File: config.mk
export PLATFORM = sky130hd
export DESIGN_NAME = hdmi_link_ctrl
export DESIGN_NICKNAME = d
export VERILOG_FILES = /design/src/rtl/hdmi_link_ctrl.sv
export SDC_FILE = /design/constraint.sdc
export NUM_CORES = 1
export LEC_CHECK = 0
export CAP_MARGIN = 20
export CORE_UTILIZATION = 55
export DETAILED_ROUTE_END_ITERATION = 6
export HOLD_SLACK_MARGIN = 0.03
export PLACE_DENSITY = 0.83
export SYNTH_ARGS = -nofsm -noshare
export SYNTH_HDL_FRONTEND = slang
export SYNTH_SLANG_ARGS = --single-unit
File: constraint.sdc
create_clock -name clk_pixel -period 2.7 [get_ports clk_pixel]
set_input_delay 0.54 -clock clk_pixel [delete_from_list [all_inputs] [get_ports clk_pixel]]
set_output_delay 0.54 -clock clk_pixel [all_outputs]
set_load 0.02 [all_outputs]
File: src/rtl/hdmi_link_ctrl.sv
// HDMI/DVI output bring-up controller: sequences DVI encoder reset from MMCM lock and
// hot-plug, qualifies the first frame, and applies button-driven pattern changes at frame start.
module hdmi_link_ctrl #(
    parameter int HPD_DEBOUNCE   = 74250,
    parameter int BTN_DEBOUNCE   = 742500,
    parameter int DVI_RST_CYCLES = 16,
    parameter int NUM_PATTERNS   = 4
) (
    input  logic        clk_pixel,
    input  logic        rst,
    input  logic        mmcm_locked,
    input  logic        hdmi_hdp,
    input  logic        btn,
    input  logic [9:0]  cx,
    input  logic [9:0]  cy,
    output logic        dvi_rst,
    output logic        link_up,
    output logic [1:0]  pattern_sel,
    output logic [15:0] frame_cnt,
    output logic [2:0]  state
);

    localparam int HPD_CW = $clog2(HPD_DEBOUNCE + 1);
    localparam int BTN_CW = $clog2(BTN_DEBOUNCE + 1);
    localparam int RST_CW = $clog2(DVI_RST_CYCLES + 1);
    localparam logic [HPD_CW-1:0] HPD_LAST = HPD_CW'(HPD_DEBOUNCE - 1);
    localparam logic [BTN_CW-1:0] BTN_LAST = BTN_CW'(BTN_DEBOUNCE - 1);
    localparam logic [RST_CW-1:0] RST_LAST = RST_CW'(DVI_RST_CYCLES - 1);
    localparam logic [1:0]        PAT_LAST = 2'(NUM_PATTERNS - 1);

    typedef enum logic [2:0] {
        WAIT_LOCK  = 3'd0,
        WAIT_HPD   = 3'd1,
        RESET_DVI  = 3'd2,
        WAIT_FRAME = 3'd3,
        ACTIVE     = 3'd4
    } state_t;

    state_t            st;
    logic [RST_CW-1:0] st_cnt;
    logic              lock_p0, lock_p1, hpd_p0, hpd_p1, btn_p0, btn_p1;
    logic [HPD_CW-1:0] hpd_cnt;
    logic [BTN_CW-1:0] btn_cnt;
    logic              hpd_deb, btn_deb, btn_deb_d, pend;
    logic              fs, btn_rise;

    assign state    = st;
    assign fs       = (cx == 10'd0) && (cy == 10'd0) && !dvi_rst;
    assign btn_rise = btn_deb && !btn_deb_d;

    // Two-flop synchronisers for the asynchronous inputs
    always_ff @(posedge clk_pixel) begin
        if (rst) begin
            {lock_p0, lock_p1, hpd_p0, hpd_p1, btn_p0, btn_p1} <= 6'b0;
        end else begin
            lock_p0 <= mmcm_locked;
            lock_p1 <= lock_p0;
            hpd_p0  <= hdmi_hdp;
            hpd_p1  <= hpd_p0;
            btn_p0  <= btn;
            btn_p1  <= btn_p0;
        end
    end

    // Debounce: the counter only runs while the input disagrees with the debounced value
    always_ff @(posedge clk_pixel) begin
        if (rst) begin
            hpd_cnt   <= '0;
            btn_cnt   <= '0;
            hpd_deb   <= 1'b0;
            btn_deb   <= 1'b0;
            btn_deb_d <= 1'b0;
        end else begin
            btn_deb_d <= btn_deb;
            if (hpd_p1 == hpd_deb) begin
                hpd_cnt <= '0;
            end else if (hpd_cnt == HPD_LAST) begin
                hpd_deb <= hpd_p1;
                hpd_cnt <= '0;
            end else begin
                hpd_cnt <= hpd_cnt + HPD_CW'(1);
            end
            if (btn_p1 == btn_deb) begin
                btn_cnt <= '0;
            end else if (btn_cnt == BTN_LAST) begin
                btn_deb <= btn_p1;
                btn_cnt <= '0;
            end else begin
                btn_cnt <= btn_cnt + BTN_CW'(1);
            end
        end
    end

    // Link state machine; outputs are registered alongside the state they belong to
    always_ff @(posedge clk_pixel) begin
        if (rst) begin
            st          <= WAIT_LOCK;
            st_cnt      <= '0;
            dvi_rst     <= 1'b1;
            link_up     <= 1'b0;
            pattern_sel <= 2'd0;
            frame_cnt   <= 16'd0;
            pend        <= 1'b0;
        end else if (!lock_p1) begin
            st      <= WAIT_LOCK;
            dvi_rst <= 1'b1;
            link_up <= 1'b0;
            pend    <= 1'b0;
        end else if (!hpd_deb && (st == RESET_DVI || st == WAIT_FRAME || st == ACTIVE)) begin
            st      <= WAIT_HPD;
            dvi_rst <= 1'b1;
            link_up <= 1'b0;
            pend    <= 1'b0;
        end else begin
            case (st)
                WAIT_LOCK: st <= WAIT_HPD;
                WAIT_HPD: begin
                    if (hpd_deb) begin
                        st     <= RESET_DVI;
                        st_cnt <= '0;
                    end
                end
                RESET_DVI: begin
                    if (st_cnt == RST_LAST) begin
                        st      <= WAIT_FRAME;
                        dvi_rst <= 1'b0;
                    end else begin
                        st_cnt <= st_cnt + RST_CW'(1);
                    end
                end
                WAIT_FRAME: begin
                    if (fs) begin
                        st        <= ACTIVE;
                        link_up   <= 1'b1;
                        frame_cnt <= 16'd0;
                        pend      <= 1'b0;
                    end
                end
                ACTIVE: begin
                    if (fs) frame_cnt <= frame_cnt + 16'd1;
                    // A press landing on the advancing frame start merges into that advance
                    if (fs && pend) begin
                        pattern_sel <= (pattern_sel == PAT_LAST) ? 2'd0 : pattern_sel + 2'd1;
                        pend        <= 1'b0;
                    end else if (btn_rise) begin
                        pend <= 1'b1;
                    end
                end
                default: begin
                    st      <= WAIT_LOCK;
                    dvi_rst <= 1'b1;
                    link_up <= 1'b0;
                    pend    <= 1'b0;
                end
            endcase
        end
    end

endmodule

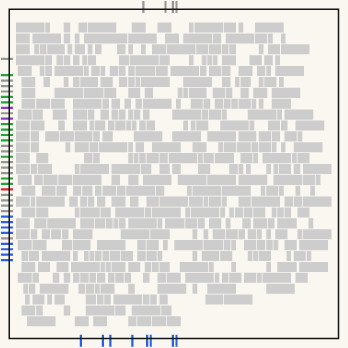
Figure 1: run 1, I/O pins on the die edge.
Drawn at 4 px/um. Pins as bars across the die edge, other pins in grey.
[frame_cnt] blue | pins: 16 | direction: output | edge: 8 left, 8 bottom
[pattern_sel] purple | pins: 2 | direction: output | edge: left
[cx] green | pins: 10 | direction: input | edge: left
[hdmi_hdp] red | pins: 1 | direction: input | edge: left
all pins by edge: 36 left, 8 bottom, 4 top
Die H: 81.9 um
die width: 81.9 um
Port Buf Inserts: 47

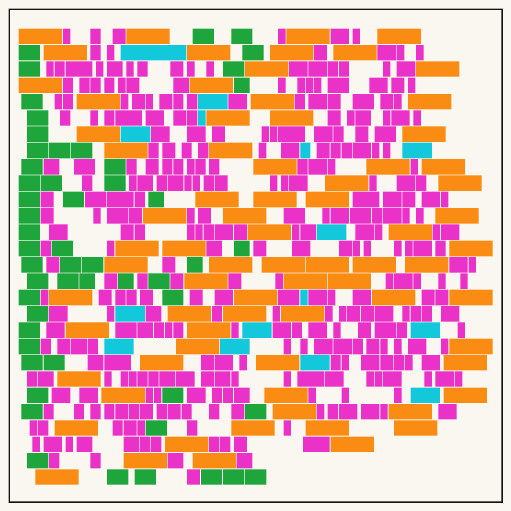
Figure 2: run 1, placement by cell class.
Drawn at 6 px/um.
[combinational and other logic] magenta | cells: 325
[sequential cells] orange | cells: 75
[remaining buffers and delay cells] green | cells: 53
[clock drivers and dummy loads] cyan | cells: 15
area of the core: 0.00603 sq mm
sequential share of cell area: 35.4%

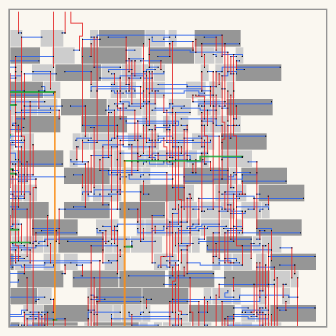
Figure 3: run 1, zoomed window.
Window x 32 to 82, y 32 to 82 um. Cells in grey, sequential cells in the stronger grey; small squares are vias.
[metal 2] red
[metal 3] green
[metal 1] blue
[metal 4] orange
sequential cells in the window: 38
netlist names of flops here include: btn_cnt (20), hpd_cnt (6), state (3)
most frequent: dfxtp_1 (38), nor2_1 (34), xor2_1 (13)
cells with their middle in the window: 163

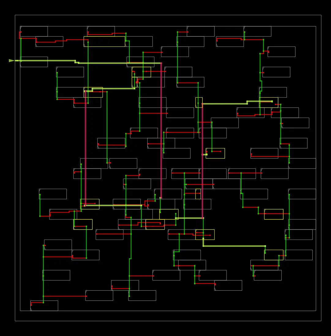
Figure 4: run 1, clock routing.
Clock net power: 862 uW
Num CTS Buffers: 9
clk_buf instances: 13
Flop Count: 75

==> out/metrics.cfg, run 1 <==
[detailed_routing]
vias_per_cell=5.78
dr.pass1.iters=4
drtIter0Drc=111
route.detailed.drc=0
met3_length_um=380

[final_timing]
setup_tns_ps=0
fin_skew_ps=9.84
rsz0062_at_grt=no
setup-violations-final=0
fin_ws_ps=310

[grt]
grt_usage_pct=24.3
use_met3_pct=6.89
grt_util_met2_pct=39.5
grt_pass1_wl_um=12400
grt_util_met1_pct=29.6

[worst_setup_path]
crit_chain=or4b_1 > or4b_1 > nor4_2 > or3_2 > nor2_1
rrSetupSlack_ps=310

[clocking]
cts_setup_buffers=0
clock_latency_ps=350
clk_pin_slew_ps=70
cts_buffer_depth=2
cts_num_sinks=75
clockRootBuffer=clkbuf_8
htreeDepth=3
cts_tree=yes

[outcome]
outcome=completed

[worst_hold_path]
min_path_cells=1
hold_path_end=hpd_p1$_SDFF_PP0_

[power]
power_density_mw_per_mm2=481
power_combinational_uw=62.4
p_clk_share_pct=42.3

[synth]
ys_area_sq_mm=0.00351
synth_flops=75
synth_warnings=0
aoi_share_pct=11.6
yosysCellCount=415
mux_area_share_pct=1.14
synthTopLogicFamily=simple AND/OR/NAND/NOR gates
synthTopCellsByCount=dfxtp_1 (75), nor2_1 (63), a21oi_1 (27)
netlist.area_leader.share_pct=42.8
synth_seq_share_pct=42.8
fp_nets=447
yosysMostFrequentCell=dfxtp_1
synth-async-reset-ratio_pct=0
area_leaders=dfxtp_1 (43%), nor2_1 (6.7%), xor2_1 (4.7%)

[place]
hpwl_um=5180
gp_congestion=0.861
dp_slack_ps=36.9
placed_cells=528
placed_cell_area_sq_mm=0.00405

[floorplan]
taps=75
rows=28
fp-utilization_pct=58.3

[layout]
finalNetCount=496
inv_count=15
diodes=0
final_cells=543
regMostFlops=btn_cnt
fill_cells=476
utilization_pct=70.4
seq_area_sq_mm=0.00150
largest_reg_flops=20
reg_top3=btn_cnt: 20 flops, hpd_cnt: 17 flops, frame_cnt: 16 flops
mostFrequentLayoutCell=dfxtp_1
postLayoutCellArea_sq_mm=0.00424

[run]
openroad.warnings=27

==> run 1: worst max-delay path by stage <==
stage	from	end	slack [ps]	depth (start not counted)
6_report	btn_cnt[11]$_SDFF_PP0_	btn_cnt[10]$_SDFF_PP0_	310	5
5_1_grt	btn_cnt[11]$_SDFF_PP0_	btn_cnt[10]$_SDFF_PP0_	200	5
4_1_cts	btn_cnt[11]$_SDFF_PP0_	btn_cnt[10]$_SDFF_PP0_	280	5
3_5_place_dp	cx[1]	frame_cnt[4]$_SDFFE_PP0P_	40	6
3_3_place_gp	cx[1]	frame_cnt[3]$_SDFFE_PP0P_	110	6
2_1_floorplan	st_cnt[0]$_SDFFE_PP0P_	st_cnt[2]$_SDFFE_PP0P_	560	9
==> run 2, diff against run 1 <==
--- a/config.mk
+++ b/config.mk
@@ -6,6 +6,7 @@
 export NUM_CORES = 1
 export LEC_CHECK = 0
 export CAP_MARGIN = 20
+export CORE_MARGIN = 1.5
 export CORE_UTILIZATION = 55
 export DETAILED_ROUTE_END_ITERATION = 6
 export HOLD_SLACK_MARGIN = 0.03
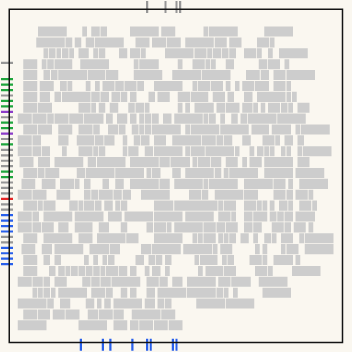
Figure 5: run 2, I/O pins on the die edge.
Drawn at 4 px/um. Pins as bars across the die edge, other pins in grey.
[frame_cnt] blue | pins: 16 | direction: output | edge: 8 left, 8 bottom
[hdmi_hdp] red | pins: 1 | direction: input | edge: left
[pattern_sel] purple | pins: 2 | direction: output | edge: left
[cx] green | pins: 10 | direction: input | edge: left
all pins by edge: 36 left, 8 bottom, 4 top
die width: 82.9 um
Die H: 82.9 um

==> out/metrics.cfg, run 2 <==
[outcome]
outcome=completed  ; unchanged

[final_timing]
setup-violations-final=0  ; unchanged
fin_ws_ps=274  ; was 310 ps
rsz0062_at_grt=no  ; unchanged
layout_worst_path_cycle_share_pct=89.8  ; was 88.5%
fin_skew_ps=12.3  ; was 9.84 ps
setup_tns_ps=0  ; unchanged

[floorplan]
fp-utilization_pct=58.3  ; unchanged
core_area_sq_mm=0.00603  ; unchanged
rows=28  ; unchanged

[place]
placed_cells=527  ; was 528
placed_cell_area_sq_mm=0.00404  ; was 0.00405 sq mm
io_buffers=47  ; unchanged
hpwl_um=5360  ; was 5180 um
dp_slack_ps=58.0  ; was 36.9 ps
gp_congestion=0.867  ; was 0.861

[grt]
grt_util_met2_pct=39.7  ; was 39.5%
use_met3_pct=7.46  ; was 6.89%
grt_pass1_wl_um=13000  ; was 12,400 um
grt_usage_pct=22.5  ; was 24.3%

[synth]
area_leaders=dfxtp_1 (43%), nor2_1 (6.7%), xor2_1 (4.7%)  ; unchanged
synth_warnings=0  ; unchanged
synth_seq_share_pct=42.8  ; unchanged
yosysMostFrequentCell=dfxtp_1  ; unchanged
synthTopLogicFamily=simple AND/OR/NAND/NOR gates  ; unchanged
synth-async-reset-ratio_pct=0  ; unchanged
ys_area_sq_mm=0.00351  ; unchanged
mux_area_share_pct=1.14  ; unchanged
netlist.area_leader.share_pct=42.8  ; unchanged
fp_nets=447  ; unchanged
synthTopCellsByCount=dfxtp_1 (75), nor2_1 (63), a21oi_1 (27)  ; unchanged
aoi_share_pct=11.6  ; unchanged
yosysCellCount=415  ; unchanged
synth_flops=75  ; unchanged

[layout]
diodes=0  ; unchanged
utilization_pct=70.2  ; was 70.4%
postLayoutCellArea_sq_mm=0.00423  ; was 0.00424 sq mm
final_cells=542  ; was 543
mostFrequentLayoutCell=dfxtp_1  ; unchanged
finalNetCount=495  ; was 496
reg_top3=btn_cnt: 20 flops, hpd_cnt: 17 flops, frame_cnt: 16 flops  ; unchanged
regMostFlops=btn_cnt  ; unchanged
final_layout_size_suffix_gt1_share_pct=5.78  ; was 5.56%
syn_to_final_growth_pct=20.5  ; was 20.8%
largest_reg_flops=20  ; unchanged

[detailed_routing]
met3_length_um=458  ; was 380 um
vias_per_cell=5.87  ; was 5.78
route.detailed.drc=0  ; unchanged
dr.pass1.iters=4  ; unchanged
drtIter0Drc=124  ; was 111

[clocking]
cts_buffer_depth=2  ; unchanged
clk_pin_slew_ps=80  ; was 70 ps
cts_setup_buffers=0  ; unchanged
cts_tree=yes  ; unchanged
clockRootBuffer=clkbuf_8  ; unchanged
clock_latency_ps=350  ; about the same
cts-buffers-inserted=9  ; unchanged
htreeDepth=3  ; unchanged
cts_num_sinks=75  ; unchanged
cts_hold_buf=0  ; unchanged

[worst_hold_path]
min_path_cells=1  ; unchanged
hold_path_end=lock_p1$_SDFF_PP0_  ; was hpd_p1$_SDFF_PP0_

[worst_setup_path]
worstSetupStartpoint=btn_cnt[11]$_SDFF_PP0_  ; unchanged
crit_chain=or4b_1 > or4b_1 > nor4_2 > or3_2 > nor2_1  ; unchanged
rrSetupSlack_ps=270  ; was 310 ps
slowest_delay_ps=540  ; was 550 ps
worstSetupPathType=flop to flop  ; unchanged
crit_path_end=btn_cnt[12]$_SDFF_PP0_  ; was btn_cnt[10]$_SDFF_PP0_

[power]
switchingPower_uw=426  ; was 417 uW
power_density_mw_per_mm2=477  ; was 481 mW/mm^2
p_clk_share_pct=41.7  ; was 42.3%

[run]
openroad.warnings=27  ; unchanged

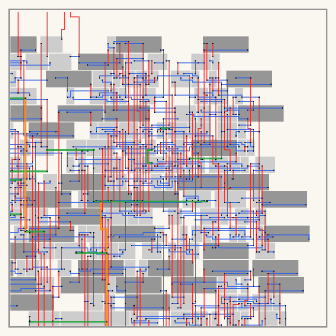
Figure 6: run 2, zoomed window.
Window x 33 to 83, y 33 to 83 um. Cells in grey, sequential cells in the stronger grey; small squares are vias.

[run 2: worst max-delay path: cells and delay by family, from the launching register on]
kind / cells / cell delay [ps]
flip-flops: 1 / 350
AND/OR/NAND/NOR: 5 / 1950
[run 2: power groups by stage]
stage | sequential, mW | clock, mW | combinational [mW]
3_3_place_gp | 1.14 | 0 | 0.0615
4_1_cts | 1.11 | 0.864 | 0.0631
2_1_floorplan | 1.14 | 0 | 0.0214
6_report | 1.11 | 0.842 | 0.0625
5_1_grt | 1.12 | 0.905 | 0.0688
3_5_place_dp | 1.14 | 0 | 0.0630
[run 2: layout make-up]
cell class,instances,area (sq um)
Clock buffer,10,138
Clock inverter,5,53.8
Fill cell,493,1790
Inverter,15,56.3
Multi-Input combinational cell,310,1880
Sequential cell,75,1500
Tap cell,75,93.8
Timing Repair Buffer,52,508
==> run 3, diff against run 2 <==
--- a/config.mk
+++ b/config.mk
@@ -7,10 +7,11 @@
 export LEC_CHECK = 0
 export CAP_MARGIN = 20
 export CORE_MARGIN = 1.5
-export CORE_UTILIZATION = 55
+export CORE_UTILIZATION = 45
 export DETAILED_ROUTE_END_ITERATION = 6
 export HOLD_SLACK_MARGIN = 0.03
-export PLACE_DENSITY = 0.83
+export PLACE_DENSITY = 0.71
+export SLEW_MARGIN = 20
 export SYNTH_ARGS = -nofsm -noshare
 export SYNTH_HDL_FRONTEND = slang
 export SYNTH_SLANG_ARGS = --single-unit
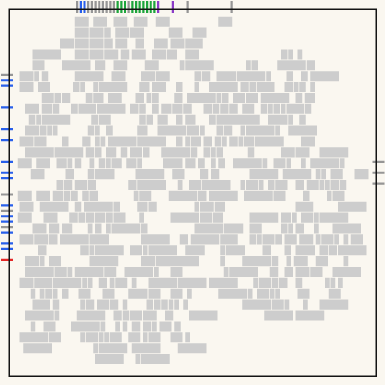
Figure 7: run 3, I/O pins on the die edge.
Drawn at 4 px/um. Pins as bars across the die edge, other pins in grey.
[pattern_sel] purple | pins: 2 | direction: output | edge: top
[hdmi_hdp] red | pins: 1 | direction: input | edge: left
[frame_cnt] blue | pins: 16 | direction: output | edge: 14 left, 2 top
[cx] green | pins: 10 | direction: input | edge: top
all pins by edge: 26 top, 19 left, 3 right
die width: 91.3 um
Die H: 91.3 um

==> out/metrics.cfg, run 3 <==
[outcome]
outcome=completed  ; unchanged

[worst_hold_path]
hold_path_end=lock_p1$_SDFF_PP0_  ; unchanged
min_path_cells=1  ; unchanged

[grt]
grt_util_met1_pct=26.1  ; was 26.5%
use_met3_pct=5.11  ; was 7.46%
grt_pass1_wl_um=12800  ; was 13,000 um
grt_util_met2_pct=28.3  ; was 39.7%
grt_overflow=0  ; unchanged

[worst_setup_path]
slowest_delay_ps=540  ; about the same
crit_path_end=btn_cnt[2]$_SDFF_PP0_  ; was btn_cnt[12]$_SDFF_PP0_
worstSetupStartpoint=btn_cnt[11]$_SDFF_PP0_  ; unchanged
rrSetupSlack_ps=300  ; was 270 ps
cp_top_family=simple AND/OR/NAND/NOR gates  ; unchanged
worstSetupPathType=flop to flop  ; unchanged
cp_num_cells=5  ; unchanged
critical_path_buf_inv_count=0  ; unchanged
crit_chain=or4b_1 > or4b_1 > nor4_2 > or3_2 > nor2_1  ; unchanged

[detailed_routing]
drtIter0Drc=156  ; was 124
vias_per_cell=5.39  ; was 5.87
dr.pass1.iters=4  ; unchanged
met3_length_um=297  ; was 458 um

[synth]
netlist.area_leader.share_pct=42.8  ; unchanged
synth_seq_share_pct=42.8  ; unchanged
mux_area_share_pct=1.14  ; unchanged
area_leaders=dfxtp_1 (43%), nor2_1 (6.7%), xor2_1 (4.7%)  ; unchanged
ys_area_sq_mm=0.00351  ; unchanged
synth_flops=75  ; unchanged
fp_nets=447  ; unchanged
synth-async-reset-ratio_pct=0  ; unchanged
yosysCellCount=415  ; unchanged
aoi_share_pct=11.6  ; unchanged
synthTopLogicFamily=simple AND/OR/NAND/NOR gates  ; unchanged
synth_warnings=0  ; unchanged
yosysMostFrequentCell=dfxtp_1  ; unchanged

[layout]
fill_cells=697  ; was 493
final_layout_size_suffix_gt1_share_pct=5.76  ; was 5.78%
finalNetCount=496  ; was 495
seq_area_sq_mm=0.00150  ; unchanged
mostFrequentLayoutCell=dfxtp_1  ; unchanged
reg_top3=btn_cnt: 20 flops, hpd_cnt: 17 flops, frame_cnt: 16 flops  ; unchanged
postLayoutCellArea_sq_mm=0.00430  ; was 0.00423 sq mm
utilization_pct=56.3  ; was 70.2%
syn_to_final_growth_pct=22.5  ; was 20.5%
comb_area_sq_mm=0.00188  ; unchanged
largest_reg_flops=20  ; unchanged
regMostFlops=btn_cnt  ; unchanged
diodes=0  ; unchanged

[place]
placed_cells=555  ; was 527
hpwl_um=5300  ; was 5360 um
dp_slack_ps=104  ; was 58.0 ps
placed_cell_area_sq_mm=0.00408  ; was 0.00404 sq mm
io_buffers=47  ; unchanged

[clocking]
cts_tree=yes  ; unchanged
htreeDepth=3  ; unchanged
cts_setup_buffers=0  ; unchanged
cts-buffers-inserted=9  ; unchanged
clockRootBuffer=clkbuf_8  ; unchanged
cts_hold_buf=0  ; unchanged
clk_pin_slew_ps=70  ; was 80 ps
clock_latency_ps=350  ; about the same
cts_num_sinks=75  ; unchanged
cts_buffer_depth=2  ; unchanged

[final_timing]
fin_skew_ps=15.2  ; was 12.3 ps
setup_tns_ps=0  ; unchanged
layout_worst_path_cycle_share_pct=89.0  ; was 89.8%
setup-violations-final=0  ; unchanged
fin_ws_ps=298  ; was 274 ps
rsz0062_at_grt=no  ; unchanged

[power]
switchingPower_uw=427  ; was 426 uW
power_density_mw_per_mm2=494  ; was 477 mW/mm^2

[floorplan]
fp-utilization_pct=45.9  ; was 58.3%
core_area_sq_mm=0.00765  ; was 0.00603 sq mm

[run]
openroad.warnings=27  ; unchanged

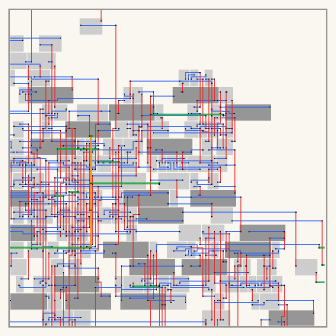
Figure 8: run 3, zoomed window.
Window x 41 to 91, y 41 to 91 um. Cells in grey, sequential cells in the stronger grey; small squares are vias.

==> run 3: cell counts after synthesis <==
Identical to the previous run, type by type.
==> run 3: power by group through the flow <==
stage | registers (mW) | logic, mW | clock network, mW
floorplan | 1.14 | 0.0214 | 0
finish | 1.11 | 0.0636 | 0.946
CTS | 1.11 | 0.0639 | 0.968
global route | 1.12 | 0.0689 | 1.02
global placement | 1.14 | 0.0630 | 0
detailed placement | 1.14 | 0.0640 | 0
==> run 3: final cells by class <==
class / count / area share, %
multi-input cells: 310 / 43.7
repair buffers: 53 / 12.0
clock buffers: 12 / 3.37
well taps: 102 / 2.97
clock inverters: 4 / 1.72
inverters: 15 / 1.31
flip-flops and latches: 75 / 34.9

==> layout pictures side by side <==
Met3 routing.
Plate I
Drawn at 6 px/um.
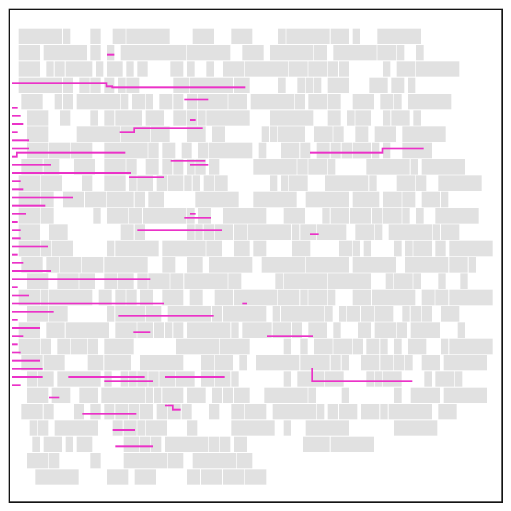
Plate II
Drawn at 6 px/um.
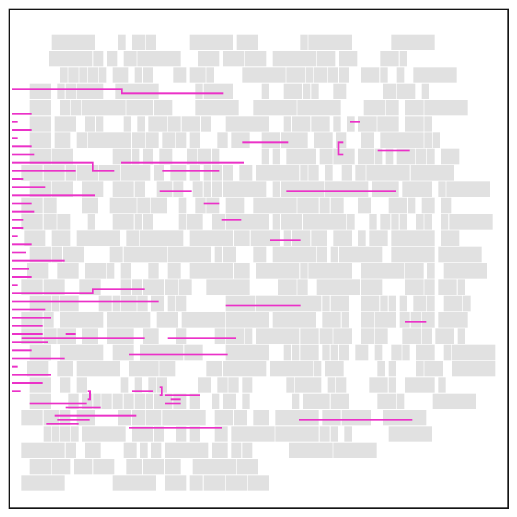
Plate III
Drawn at 4 px/um.
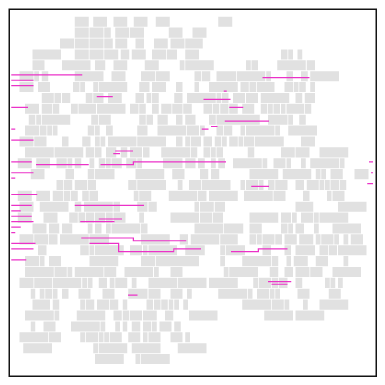
| from | picture |
|---|---|
| run 3 | Plate III |
| run 2 | Plate II |
| run 1 | Plate I |
Of these, largest die: Plate III

Power figures rest on the tool's default switching activity, not on a simulated workload.
